[src/rtl/sar_scan_controller_if.sv]
// Signal bundle between the SAR scan controller (master) and the analog front end / result consumer (slave).
interface sar_scan_controller_if #(
  parameter int N = 8,
  parameter int C = 4
);
  localparam int CW = $clog2(C);

  // go is a level sampled at a clock edge and only accepted while idle; valid and done
  // are single-cycle pulses with no backpressure, result/result_ch hold until the next valid.
  logic          go;
  logic          scan;
  logic [CW-1:0] ch_sel;
  logic          abort;
  logic          cmp;
  logic          busy;
  logic          sample;
  logic [CW-1:0] ch;
  logic [N-1:0]  value;
  logic          valid;
  logic [N-1:0]  result;
  logic [CW-1:0] result_ch;
  logic          done;
  logic [1:0]    state;

  modport master (
    input  go, scan, ch_sel, abort, cmp,
    output busy, sample, ch, value, valid, result, result_ch, done, state
  );

  modport slave (
    output go, scan, ch_sel, abort, cmp,
    input  busy, sample, ch, value, valid, result, result_ch, done, state
  );
endinterface

[src/rtl/sar_scan_controller.sv]
// Multi-channel SAR ADC controller: sample phase, N-step binary search on cmp,
// single-channel or full-scan operation with abort.
module sar_scan_controller #(
  parameter int N = 8,
  parameter int S = 3,
  parameter int C = 4
) (
  input  logic                   clk,
  input  logic                   rst,
  sar_scan_controller_if.master  bus
);
  localparam int CW = $clog2(C);
  localparam int KW = $clog2(N);
  localparam logic [N-1:0]  MSB     = {1'b1, {(N-1){1'b0}}};
  localparam logic [3:0]    S_LAST  = 4'(S);
  localparam logic [3:0]    K_TOP   = 4'(N-1);
  localparam logic [CW-1:0] CH_LAST = CW'(C-1);

  typedef enum logic [1:0] {IDLE = 2'd0, SAMPLE = 2'd1, CONVERT = 2'd2} state_t;

  state_t        state;
  logic          scan_mode;
  logic [3:0]    cnt;
  logic          busy;
  logic          sample;
  logic [CW-1:0] ch;
  logic [N-1:0]  value;
  logic          valid;
  logic [N-1:0]  result;
  logic [CW-1:0] result_ch;
  logic          done;

  logic [KW-1:0] k;
  logic [N-1:0]  trial;
  logic [CW-1:0] clamped;
  logic [CW-1:0] ch_start;

  assign k = cnt[KW-1:0];

  // Resolve the current bit from cmp and tentatively set the next lower one.
  always_comb begin
    trial    = value;
    trial[k] = bus.cmp;
    if (k != '0) trial[k - KW'(1)] = 1'b1;
  end

  // A power-of-two channel count cannot be out of range, so no clamp is built.
  if ((1 << CW) == C) begin : g_pow2
    assign clamped = bus.ch_sel;
  end else begin : g_clamp
    assign clamped = (bus.ch_sel > CH_LAST) ? CH_LAST : bus.ch_sel;
  end

  assign ch_start = bus.scan ? '0 : clamped;

  always_ff @(posedge clk) begin
    if (!rst) begin
      state     <= IDLE;
      scan_mode <= 1'b0;
      cnt       <= '0;
      busy      <= 1'b0;
      sample    <= 1'b0;
      ch        <= '0;
      value     <= MSB;
      valid     <= 1'b0;
      result    <= '0;
      result_ch <= '0;
      done      <= 1'b0;
    end else begin
      valid <= 1'b0;
      done  <= 1'b0;
      case (state)
        IDLE: begin
          if (bus.go && !bus.abort) begin
            state     <= SAMPLE;
            scan_mode <= bus.scan;
            ch        <= ch_start;
            busy      <= 1'b1;
            sample    <= 1'b1;
            value     <= MSB;
            cnt       <= 4'd1;
          end
        end
        SAMPLE: begin
          if (bus.abort) begin
            state  <= IDLE;
            busy   <= 1'b0;
            sample <= 1'b0;
            value  <= MSB;
            cnt    <= '0;
          end else if (cnt == S_LAST) begin
            state  <= CONVERT;
            sample <= 1'b0;
            cnt    <= K_TOP;
          end else begin
            cnt <= cnt + 4'd1;
          end
        end
        CONVERT: begin
          if (bus.abort) begin
            state <= IDLE;
            busy  <= 1'b0;
            value <= MSB;
            cnt   <= '0;
          end else if (cnt == 4'd0) begin
            result    <= trial;
            result_ch <= ch;
            valid     <= 1'b1;
            if (scan_mode && ch < CH_LAST) begin
              state  <= SAMPLE;
              ch     <= ch + CW'(1);
              sample <= 1'b1;
              value  <= MSB;
              cnt    <= 4'd1;
            end else begin
              state <= IDLE;
              busy  <= 1'b0;
              done  <= 1'b1;
              value <= trial;
            end
          end else begin
            value <= trial;
            cnt   <= cnt - 4'd1;
          end
        end
        default: state <= IDLE;
      endcase
    end
  end

  assign bus.busy      = busy;
  assign bus.sample    = sample;
  assign bus.ch        = ch;
  assign bus.value     = value;
  assign bus.valid     = valid;
  assign bus.result    = result;
  assign bus.result_ch = result_ch;
  assign bus.done      = done;
  assign bus.state     = state;
endmodule

[src/flat_wrapper.sv]
// flat-port wrapper written by rule: the top's interface ports become plain ports
module sar_scan_controller_flat 
#(
  parameter int N = 8,
  parameter int S = 3,
  parameter int C = 4
)
  (clk, rst, bus_go, bus_scan, bus_ch_sel, bus_abort, bus_cmp, bus_busy, bus_sample, bus_ch, bus_value, bus_valid, bus_result, bus_result_ch, bus_done, bus_state);
  sar_scan_controller_if #(.N(N), .C(C)) bus_i ();
  input  logic clk;
  input  logic rst;
  input wire logic [$bits(bus_i.go)-1:0] bus_go;
  input wire logic [$bits(bus_i.scan)-1:0] bus_scan;
  input wire logic [$bits(bus_i.ch_sel)-1:0] bus_ch_sel;
  input wire logic [$bits(bus_i.abort)-1:0] bus_abort;
  input wire logic [$bits(bus_i.cmp)-1:0] bus_cmp;
  output wire logic [$bits(bus_i.busy)-1:0] bus_busy;
  output wire logic [$bits(bus_i.sample)-1:0] bus_sample;
  output wire logic [$bits(bus_i.ch)-1:0] bus_ch;
  output wire logic [$bits(bus_i.value)-1:0] bus_value;
  output wire logic [$bits(bus_i.valid)-1:0] bus_valid;
  output wire logic [$bits(bus_i.result)-1:0] bus_result;
  output wire logic [$bits(bus_i.result_ch)-1:0] bus_result_ch;
  output wire logic [$bits(bus_i.done)-1:0] bus_done;
  output wire logic [$bits(bus_i.state)-1:0] bus_state;
  assign bus_i.go = bus_go;
  assign bus_i.scan = bus_scan;
  assign bus_i.ch_sel = bus_ch_sel;
  assign bus_i.abort = bus_abort;
  assign bus_i.cmp = bus_cmp;
  assign bus_busy = bus_i.busy;
  assign bus_sample = bus_i.sample;
  assign bus_ch = bus_i.ch;
  assign bus_value = bus_i.value;
  assign bus_valid = bus_i.valid;
  assign bus_result = bus_i.result;
  assign bus_result_ch = bus_i.result_ch;
  assign bus_done = bus_i.done;
  assign bus_state = bus_i.state;
  sar_scan_controller #(.N(N), .S(S), .C(C)) u_core (.clk(clk), .rst(rst), .bus(bus_i));
endmodule
[config.mk]
export PLATFORM = sky130hd
export DESIGN_NAME = sar_scan_controller_flat
export DESIGN_NICKNAME = d
export VERILOG_FILES = /design/src/rtl/sar_scan_controller_if.sv /design/src/rtl/sar_scan_controller.sv /design/src/flat_wrapper.sv
export SDC_FILE = /design/constraint.sdc
export NUM_CORES = 1
export LEC_CHECK = 0
export ABC_AREA = 1
export CAP_MARGIN = 30
export CORE_ASPECT_RATIO = 0.5
export CORE_MARGIN = 2
export CORE_UTILIZATION = 56
export DETAILED_ROUTE_END_ITERATION = 8
export PLACE_DENSITY = 0.85
export SLEW_MARGIN = 20
export SYNTH_ARGS = -nofsm -noshare
export SYNTH_HDL_FRONTEND = slang
export SYNTH_SLANG_ARGS = --single-unit
[constraint.sdc]
create_clock -name clk -period 3.2 [get_ports clk]
set_input_delay 0.64 -clock clk [delete_from_list [all_inputs] [get_ports clk]]
set_output_delay 0.64 -clock clk [all_outputs]
set_load 0.05 [all_outputs]
**Run 1: clock distribution**

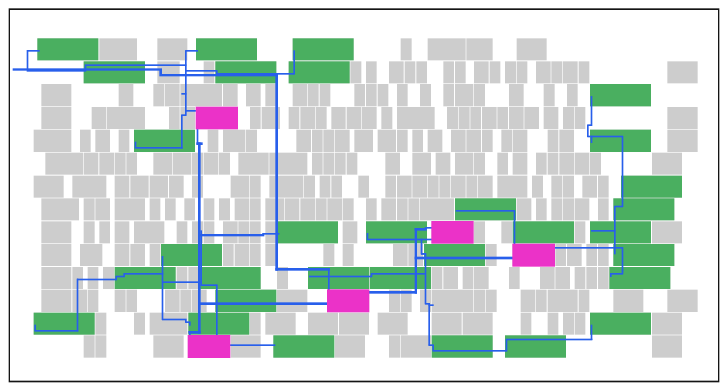
clock wires -> blue  # length 401 µm
clock drivers -> magenta  # count 5
flip-flops -> green  # count 31
routed clock nets = 6
Worst-Skew Late Latency: 280 ps
Clock power frac: 18.1%

**Run 1: cell outlines without signal wires**

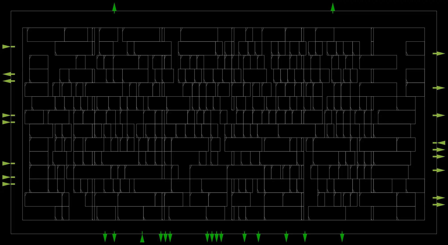
Fillers: 264
seq_cells: 31

==> impl_metrics.yaml, run 1 <==
# yosys + openroad results
outcome:
  status: "completed"
setup_path:
  timing.critical_path.cells: "inv_2 > ha_1 > nand2_2 > nor2_1 > nand2_1 > inv_2 > nor2_1 > nor2_1 > o21ai_1 > inv_1"
  timing.critical_path.buf_inv: 3
  cpMostUsedCell: "nor2_1"
  critPathMaxStageDelay_ps: 580
  worst-setup-path-type: "flop to flop"
  regToRegSetupSlack_ps: 1010
  worstPathMaxFanout: 12
  worstPathRequired_ps: 3370
  endpoint_kind: "flop"
  crit_family: "simple AND/OR/NAND/NOR gates"
  cp-start-kind: "flop"
  r2r_start: "u_core.cnt[0]"
  rr_endpoint: "u_core.bus.result[3]"
  r2r_cells: 10
  crit_slowest_cell: "dfxtp_1"
  worst_ep_arrival_time_ps: 2360
final_layout:
  finish.utilization_pct: 74.1
  mostFrequentLayoutCells: "nand2_1, nor2_1, clkdlybuf4s50_1, inv_1, dfxtp_1"
  diodes: 0
  drive_gt1_share_pct: 7.99
  finalNonFillerCells: 353
  area_delta_synth_final_pct: 24.4
  fin_nets: 329
  lay_top_count: "nand2_1"
power_and_ir_drop:
  pwr_density_cell_nw_per_um2: 820
  p_leak_nw: 1.04
  irDropWorstVdd_uv: 579
  total_power_mw: 1.84
synthesis:
  yosys_warnings: 0
  syn_avg_cell_area_um2: 6.44
  synthCells: 280
  syn_area_um2: 1800
  ys_area_um2: 1800
  ys_types: 23
  ys_seq_share_pct: 34.4
  fp_nets: 297
  synth-seq-cells: 31
  ys_cells: 280
global_routing:
  antenna_found_initial: 0
  use_met2_pct: 41.4
  grt_use_met3_pct: 6.34
  grt_pass1_vias: 1671
  globalRouteOverflowTotal: 0
  grt_start_max_net_pins: 23
  grt_first_pass_wirelength_um: 7220
  grt-busiest-layer: "met2"
  grtUsageMet1_pct: 30.9
worst_hold_path:
  min_path_cells: 2
  worstHoldPathType: "flop to flop"
  hp-start: "u_core.scan_mode"
  hold-path-endpoint: "u_core.scan_mode"
clocking:
  cts_buffer_depth: 2
  h-tree-depth: 2
  cts_tree: "built"
  cts_resized: 0
  cts_setup_buffers: 0
  cts-hold-fix-buffers: 0
  cts.sinks: 31
  cts_inserted_buffers: 5
  cts-root-buf: "clkbuf_8"
  path_clk_slew_ps: 60
placed_design:
  place_congestion: 0.881
  dp_slack_ps: 963
  dp_cells: 345
  hpwl_um: 3140
  numPortBuffers: 33
job:
  max-cap-violations: 0
  warning_count: 32
floorplan:
  die_h_um: 44.1
  die_area_um2: 3720
  die_w_um: 84.3
  fp_util_pct: 59.5
  ios: 34
  rows: 14
  core_um2: 3030
route:
  ant_nets: 0
  viasPerCell: 5.31
  firstDrtPassIters: 4
  wirelength_um: 4180
  drt_iter0_drc: 201
  remaining_drc_errors: 0
final_timing:
  rsz0062_at_grt: "false"
  finalSetupTns_ps: 0
  min_period_ps: 2190
  setup_viol: 0
  max_freq_ghz: 0.456
  maxSlewViolCount: 0
  fin_skew_ps: 2.46
  tightest_slew_ps: 647
  finalHoldViolCount: 0
  worst_slack_ps: 1010
  period_used_pct: 68.5
  maxSlewHeadroom_pct: 56.8
**Run 1: signal metal coverage by tile**

The bar under the picture is 20 µm long. The die is cut into 17 by 9 equal tiles; dark purple is low, yellow is high, scaled to the fullest tile. Values are wire area over tile area, all layers added.
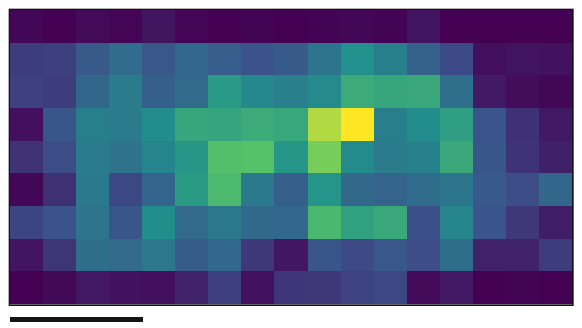
densest ninth of the die = centre
nearly empty tiles = 13%
emptiest ninth of the die = north-east
mean over tiles = 0.18
tiles over half the peak = 15%
fullest tile = 0.65
Total Routing Usage GR: 24.5%
Routed WL per cell: 11.8 µm
Via Count: 1874

## run 1: cells in the mapped netlist
library cell | instances | area, µm²
dfxtp_1 | 31 | 621
a21oi_1 | 21 | 105
nor2_4 | 2 | 22.5
inv_2 | 6 | 22.5
nor3_2 | 1 | 10.0
buf_4 | 1 | 7.51
buf_2 | 5 | 25.0
nand2_4 | 1 | 11.3
ha_1 | 9 | 113
o21ai_0 | 24 | 120
nand4_1 | 4 | 25.0
a22oi_1 | 2 | 15.0
clkbuf_1 | 2 | 7.51
nor2_1 | 36 | 135
nand2_1 | 70 | 263
inv_1 | 32 | 120
nand2_2 | 7 | 43.8
nand3_1 | 14 | 70.1
o21ai_1 | 7 | 35.0
nor3b_1 | 1 | 7.51
nor3_1 | 2 | 10.0
nor2_2 | 1 | 6.26
xnor2_1 | 1 | 8.76
## run 1: state kept, by name, summed over array words and instances (netlist names)
name                  count
u_core.bus.result         8
u_core.bus.value          8
u_core.cnt                4
u_core.bus.ch             2
u_core.bus.result_ch      2
u_core.bus.state          2
u_core.bus.busy           1
u_core.bus.done           1
u_core.bus.sample         1
u_core.bus.valid          1
u_core.scan_mode          1
## run 1: stage by stage
| step | area (µm²) | hold WS, ps |
|---|---|---|
| 6_report | 2240 | 456 |
| 5_1_grt | 2240 | 485 |
| 4_1_cts | 2240 | 454 |
| 3_5_place_dp | 2140 | 444 |
| 3_3_place_gp | 2140 | 434 |
| 2_1_floorplan | 1800 | 423 |
## run 1: kinds of logic (layout without fill, tap and decap cells)
group / after synthesis / in the layout / synth area share (%)
adders and majority gates: 9 / 9 / 6.24
xor gates and xnor gates: 1 / 1 / 0.486
buffers and inverters: 46 / 79 / 10.1
and+or+nand+nor: 139 / 139 / 33.5
AOI/OAI and AO/OA: 54 / 54 / 15.3
DFF: 31 / 31 / 34.4
## run 1: where the power goes
group | internal, mW | total (mW) | switching [mW]
sequential | 0.457 | 0.525 | 0.0681
clock | 0.196 | 0.334 | 0.138
combinational | 0.314 | 0.982 | 0.668
## run 1: tightest hold or removal path, stage by stage (launching register included)
cell     delay (ps)
dfxtp_1         310
inv_1            50
a21oi_1          50
## run 1: per-layer routing
layer,part of all wire (%),wire length (µm),vias up
met5,0,0,-
met4,1.6,66,0
met3,7.0,291,10
met2,44,1830,68
met1,48,1990,844
li1,-,-,952
## run 1: final cells by class
type | count | area (µm²)
multi-input cells | 203 | 1000
well taps | 40 | 50.0
clock buffers | 8 | 100
repair buffers | 33 | 330
flip-flops and latches | 31 | 621
fillers | 264 | 786
inverters | 38 | 143
## run 1: worst max path at each step
stage                   startpoint                    to  slack (ps)  cells past startpoint
6_report             u_core.cnt[0]  u_core.bus.result[3]        1010                     10
2_1_floorplan  u_core.bus.state[0]   u_core.bus.state[0]        1300                      9
5_1_grt              u_core.cnt[0]  u_core.bus.result[2]         820                     10
4_1_cts        u_core.bus.state[0]          bus_state[0]        1020                      1
3_3_place_gp             bus_abort  u_core.bus.result[0]        1040                      8
3_5_place_dp             bus_abort  u_core.bus.result[3]         960                      8
**Run 1: cells by drive strength**

The bar under the picture is 20 µm long.
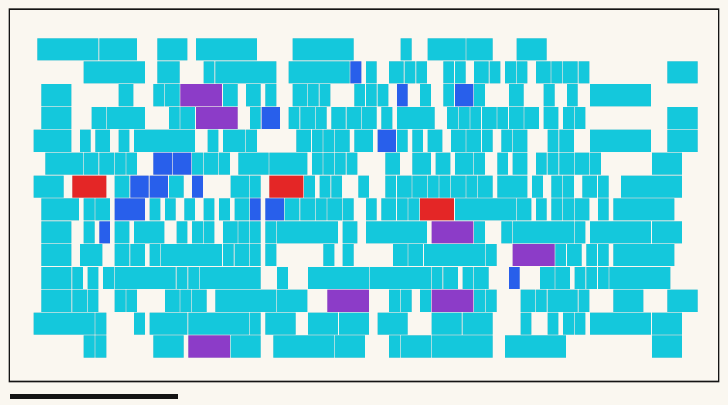

==> run 2, diff against run 1 <==
--- a/config.mk
+++ b/config.mk
@@ -9,9 +9,9 @@
 export CAP_MARGIN = 30
 export CORE_ASPECT_RATIO = 0.5
 export CORE_MARGIN = 2
-export CORE_UTILIZATION = 56
+export CORE_UTILIZATION = 47
 export DETAILED_ROUTE_END_ITERATION = 8
-export PLACE_DENSITY = 0.85
+export PLACE_DENSITY = 0.76
 export SLEW_MARGIN = 20
 export SYNTH_ARGS = -nofsm -noshare
 export SYNTH_HDL_FRONTEND = slang
==> constraint.sdc (replaced) <==
create_clock -name clk -period 1.9 [get_ports clk]
set_input_delay 0.38 -clock clk [delete_from_list [all_inputs] [get_ports clk]]
set_output_delay 0.38 -clock clk [all_outputs]
set_load 0.05 [all_outputs]
**Run 2: cells by drive strength**

The bar under the picture is 20 µm long.
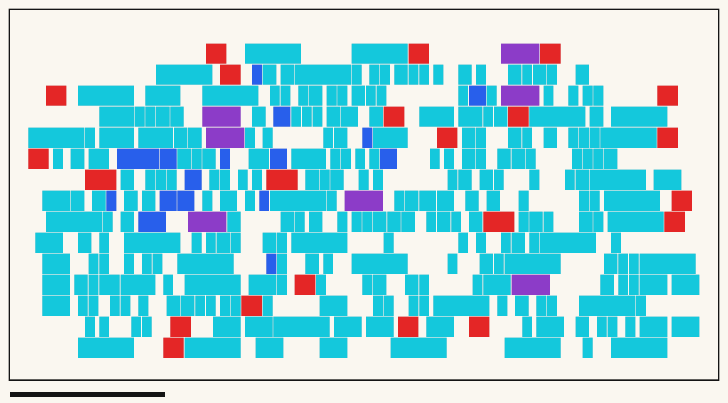
_6 and larger -> purple  # cells 7, share 2.2%, most used clkbuf_8
_0 and _1 cells -> cyan  # cells 275, share 86%, most used nand2_1
_2 cells -> blue  # cells 16, share 5.0%, most used nand2_2
_3 and _4 cells -> red  # cells 22, share 6.9%, most used buf_4
Area Overhead vs Synth: 26.6%
Final Worst Setup Slack: 60.6 ps

==> run 2 against run 1 <==
  * Clock-buffer cell count did not move
  * Clock power rose by 74%
  * Highest routed layer unchanged
  * Sequential share of layout area fell by 0.47 points
  * Non-clock buffer count rose by 7
  * Cell count rose by 5.1%
==> impl_metrics.yaml, run 2 <==
# yosys + openroad results
global_routing:
  grt_first_pass_wirelength_um: 7020
  antenna_found_initial: 0
  globalRouteOverflowTotal: 0
  grtUsageTotal_pct: 21.3
  grt_pass1_vias: 1568
  grt_start_max_net_pins: 23
final_timing:
  finalSetupTns_ps: 0
  maxSlewViolCount: 0
  maxSlewHeadroom_pct: 54.9
  finalHoldViolCount: 0
  setup_viol: 0
  rsz0062_at_grt: "false"
  min_period_ps: 1840
  max_freq_ghz: 0.544
  period_used_pct: 96.8
  fin_skew_ps: 4.98
  tightest_slew_ps: 675
route:
  firstDrtPassIters: 4
  ant_nets: 0
  drt_iter0_drc: 90
  via_count: 1856
  remaining_drc_errors: 0
  viasPerCell: 5.00
  wirelength_um: 4250
  wl_per_cell_um: 11.5
power_and_ir_drop:
  p_comb_share_pct: 54.3
  total_power_mw: 3.14
  pwr_density_cell_nw_per_um2: 1370
  p_leak_nw: 1.10
  pwr-share-seq_pct: 27.2
  clkPwrFrac_pct: 18.5
  p_int_mw: 1.65
  irDropWorstVdd_uv: 680
  power_switching_mw: 1.49
  p_sw_share_pct: 47.5
synthesis:
  synthCells: 280
  ys_area_um2: 1800
  synth_top_cell_by_count: "nand2_1"
  fp_nets: 297
  async_flop_share_pct: 0
  top_cell_area_share_pct: 34.4
  ys_sh_aoi_pct: 15.3
  top_logic_kind: "simple AND/OR/NAND/NOR gates"
  ys_cells: 280
  synth-seq-cells: 31
  ys_seq_share_pct: 34.4
  syn_avg_cell_area_um2: 6.44
  synth_area_leader_cell: "dfxtp_1"
  mux_share_pct: 0
  netlist_top_cells_count: "nand2_1, nor2_1, inv_1, dfxtp_1, o21ai_0"
  yosys_warnings: 0
  edf_count: 0
  ys.flop_type: "dfxtp_1"
  fa_ha_area_share_pct: 6.24
  topCellsByArea: "dfxtp_1, nand2_1, nor2_1"
  ys_types: 23
  syn_area_um2: 1800
  synth-xor-area-share_pct: 0.485
  simple_gate_area_share_pct: 33.5
clocking:
  cts_buffer_depth: 2
  cts.sinks: 31
  h-tree-depth: 2
  cts-hold-fix-buffers: 0
  cts_tree: "built"
  clock.latency.late_pin_ps: 290
  cts_inserted_buffers: 5
  cts_setup_buffers: 0
  cts-root-buf: "clkbuf_8"
  path_clk_slew_ps: 70
  cts_resized: 0
setup_path:
  crit_slowest_cell: "clkdlybuf4s50_1"
  critPathMaxStageDelay_ps: 810
  worstPathRequired_ps: 1520
  worst-setup-path-type: "flop to output port"
  crit_family: "buffers and inverters"
  worst_ep_arrival_time_ps: 1460
  endpoint_kind: "output port"
  timing.critical_path.cells: "clkdlybuf4s50_1"
  worstPathMaxFanout: 3
  cp-start-kind: "flop"
  timing.critical_path.buf_inv: 1
floorplan:
  ios: 34
  fp_util_pct: 50.9
  core_um2: 3550
  die_w_um: 91.6
  die_area_um2: 4380
  rows: 15
  die_h_um: 47.8
worst_hold_path:
  worstHoldPathType: "flop to flop"
final_layout:
  lay_top_count: "nand2_1"
  fin_nets: 336
  final.fill_count: 325
  mostFrequentLayoutCells: "nand2_1, nor2_1, inv_1, dfxtp_1, o21ai_0"
  diodes: 0
  reg_top3: "u_core.bus.result: 8 flops, u_core.bus.value: 8 flops, u_core.cnt: 4 flops"
  drive_gt1_share_pct: 14.1
job:
  max-cap-violations: 0
  warning_count: 32
placed_design:
  place_congestion: 0.910
  numPortBuffers: 33
  dp_slack_ps: 16.9
  hpwl_um: 3240
outcome:
  status: "completed"
==> run 2: cell count changes in the layout (fill, tap and decap cells not counted), sizes merged <==
| cell | change |
|---|---|
| clkdlybuf4s50 | -12 |
| buf | +19 |
==> run 2: layout make-up <==
| cell class | count | area (µm²) | area share (%) |
|---|---|---|---|
| sequential | 31 | 621 | 27.2 |
| multi-input combinational | 203 | 1000 | 43.9 |
| timing repair buffer | 40 | 353 | 15.5 |
| inverter | 38 | 143 | 6.25 |
| clock buffer | 8 | 100 | 4.38 |
| tap | 51 | 63.8 | 2.79 |
==> run 2: through the flow <==
step | instance area [µm²] | hold WS [ps] | std cells | utilization (%)
6_report | 2280 | 448 | 371 | 64.4
4_1_cts | 2280 | 452 | 371 | 64.3
5_1_grt | 2280 | 474 | 371 | 64.4
2_1_floorplan | 1800 | 423 | 280 | -
3_5_place_dp | 2180 | 442 | 363 | 61.5
3_3_place_gp | 2180 | 437 | 363 | 61.5
==> run 2: cell families after synthesis <==
family,Yosys count
compound gates,54
buf+inv,46
flops,31
xor+xnor,1
fa+ha+maj,9
simple gates,139
==> run 2: metal layers <==
layer	vias up	global-route usage, %	part of all wire (%)
met5	-	0	0
met2	41	33.1	42
met3	5	5.83	4.7
met1	833	28.3	52
li1	977	-	-
met4	0	10.3	0.78
==> run 2: power groups by stage <==
stage               Sequential (mW)  Clock [mW]  Combinational (mW)
detailed placement            0.870           0                1.68
floorplan                      1.21           0               0.906
global placement              0.865           0                1.67
CTS                           0.855       0.588                1.69
finish                        0.854       0.580                1.70
global route                  0.872       0.624                1.89
==> run 2: worst paths after layout <==
path                                          start                    to  slack [ps]  depth (start not counted)
worst min register to register     u_core.scan_mode      u_core.scan_mode         450                          2
worst max-delay path            u_core.bus.value[7]          bus_value[7]          60                          1
worst min-delay path               u_core.scan_mode      u_core.scan_mode         450                          2
worst max register to register        u_core.cnt[0]  u_core.bus.result[0]         270                         10
==> run 3, diff against run 2 <==
--- a/config.mk
+++ b/config.mk
@@ -6,7 +6,6 @@
 export NUM_CORES = 1
 export LEC_CHECK = 0
 export ABC_AREA = 1
-export CAP_MARGIN = 30
 export CORE_ASPECT_RATIO = 0.5
 export CORE_MARGIN = 2
 export CORE_UTILIZATION = 47
**Run 3: signal metal coverage by tile**

The bar under the picture is 20 µm long. The die is cut into 18 by 10 equal tiles; dark purple is low, yellow is high, scaled to the fullest tile. Values are wire area over tile area, all layers added.
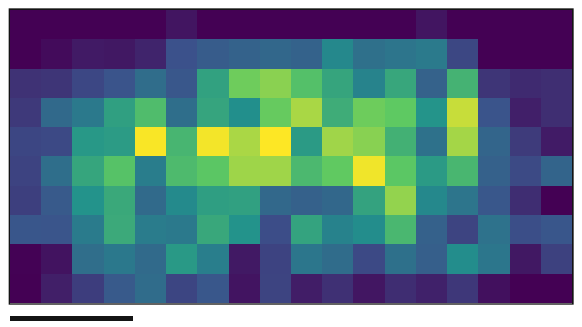
fullest tile = 0.43
emptiest ninth of the die = north-west
mean over tiles = 0.15
Via Count: 1856
total wire length: 4250 µm
Routed WL per cell: 11.5 µm
Total Routing Usage GR: 21.3%

==> run 3 against run 2 <==
  * Cell count did not move
  * Fmax did not move
  * Flip-flop count did not move
  * Synthesized cell count did not move
  * Register-to-register slack barely moved
  * Clock power barely moved
  * Critical endpoint unchanged
  * Largest power group unchanged
==> impl_metrics.yaml, run 3 <==
# yosys + openroad results
clocking:
  cts_inserted_buffers: 5
  h-tree-depth: 2
  cts-root-buf: "clkbuf_8"
  cts.sinks: 31
  path_clk_slew_ps: 70
  cts_tree: "built"
floorplan:
  die_area_um2: 4380
  core_um2: 3550
  ios: 34
  rows: 15
  fp_util_pct: 50.9
  die_h_um: 47.8
final_layout:
  fin_area_um2: 2280
  diodes: 0
  lay_top_count: "nand2_1"
  finish.utilization_pct: 64.4
  fin_nets: 336
  area_delta_synth_final_pct: 26.6
setup_path:
  endpoint_kind: "output port"
  regToRegSetupSlack_ps: 270
  crit_slowest_cell: "clkdlybuf4s50_1"
  worst-setup-path-type: "flop to output port"
  worstPathRequired_ps: 1520
  critPathMaxStageDelay_ps: 810
  worstPathMaxFanout: 3
  worst_ep_arrival_time_ps: 1460
  timing.critical_path.buf_inv: 1
  cp-start-kind: "flop"
  crit_family: "buffers and inverters"
power_and_ir_drop:
  total_power_mw: 3.14
  clkPwrFrac_pct: 18.5
  pwr-share-seq_pct: 27.2
  irDropWorstVdd_uv: 680
  p_leak_nw: 1.10
  pwr_density_cell_nw_per_um2: 1370
  power_switching_mw: 1.49
  p_int_mw: 1.65
  p_comb_share_pct: 54.3
worst_hold_path:
  worstHoldPathType: "flop to flop"
synthesis:
  synthCells: 280
  ys_types: 23
  ys.flop_type: "dfxtp_1"
  top_cell_area_share_pct: 34.4
  synth_area_leader_cell: "dfxtp_1"
  yosys_warnings: 0
  ys_area_um2: 1800
  topCellsByArea: "dfxtp_1, nand2_1, nor2_1"
  edf_count: 0
  syn_avg_cell_area_um2: 6.44
  synth-seq-cells: 31
  ys_cells: 280
  fp_nets: 297
  synth_top_cell_by_count: "nand2_1"
final_timing:
  setup_viol: 0
  finalSetupTns_ps: 0
  fin_skew_ps: 4.98
  min_period_ps: 1840
  rsz0062_at_grt: "false"
  tightest_slew_ps: 675
  max_freq_ghz: 0.544
  finalHoldViolCount: 0
placed_design:
  place_congestion: 0.910
  dpl_cell_area_um2: 2180
  numPortBuffers: 33
  dp_slack_ps: 16.9
route:
  viasPerCell: 5.00
  drt_iter0_drc: 90
  wl_met3_um: 201
  remaining_drc_errors: 0
  ant_nets: 0
  firstDrtPassIters: 4
  routed.top_layer: "met4"
outcome:
  status: "completed"
job:
  warning_count: 32
global_routing:
  grt_pass1_vias: 1568
  antenna_found_initial: 0
  grt_first_pass_wirelength_um: 7020
  globalRouteOverflowTotal: 0
run 3: worst paths after layout:
check / end / cells after the start / start
worst max-delay path: bus_value[7] / 1 / u_core.bus.value[7]
worst min-delay path: u_core.scan_mode / 2 / u_core.scan_mode
worst max register to register: u_core.bus.result[0] / 10 / u_core.cnt[0]
worst min register to register: u_core.scan_mode / 2 / u_core.scan_mode
run 3: area by class of cell:
cell class	instances	area, µm²
tap	51	63.8
timing repair buffer	40	353
clock buffer	8	100
multi-input combinational	203	1000
sequential	31	621
inverter	38	143
fill	325	1260
run 3: per-layer routing:
metal | track usage, % | vias up
met4 | 10.3 | 0
met2 | 33.1 | 41
met3 | 5.83 | 5
met1 | 28.3 | 833
met5 | 0 | -
li1 | - | 977
run 3: power by group through the flow:
stage	combinational [mW]	sequential [mW]	clock (mW)
floorplan	0.906	1.21	0
global placement	1.67	0.865	0
detailed placement	1.68	0.870	0
CTS	1.69	0.855	0.588
global route	1.89	0.872	0.624
finish	1.70	0.854	0.580
run 3: worst min-delay path, cell delays in order (launching register included):
cell	delay (ps)
dfxtp_1	310
inv_1	50
a21oi_1	50
run 3: kinds of logic after synthesis:
family          Yosys count  share of synthesized area (%)
fa+ha+maj                 9                           6.24
simple gates            139                           33.5
compound gates           54                           15.3
xor+xnor                  1                          0.486
buf+inv                  46                           10.1
flops                    31                           34.4
run 3: through the flow:
stage,instances,hold WS [ps]
finish,371,448
global route,371,474
CTS,371,452
detailed placement,363,442
global placement,363,437
floorplan,280,423
run 3: repair_timing:
action                                 CTS  global route
endpoints found under the hold margin    0             0
resized                                  0             1
setup endpoints to repair                0             8
No activity file was given, so power comes from the tool's default toggle rates.
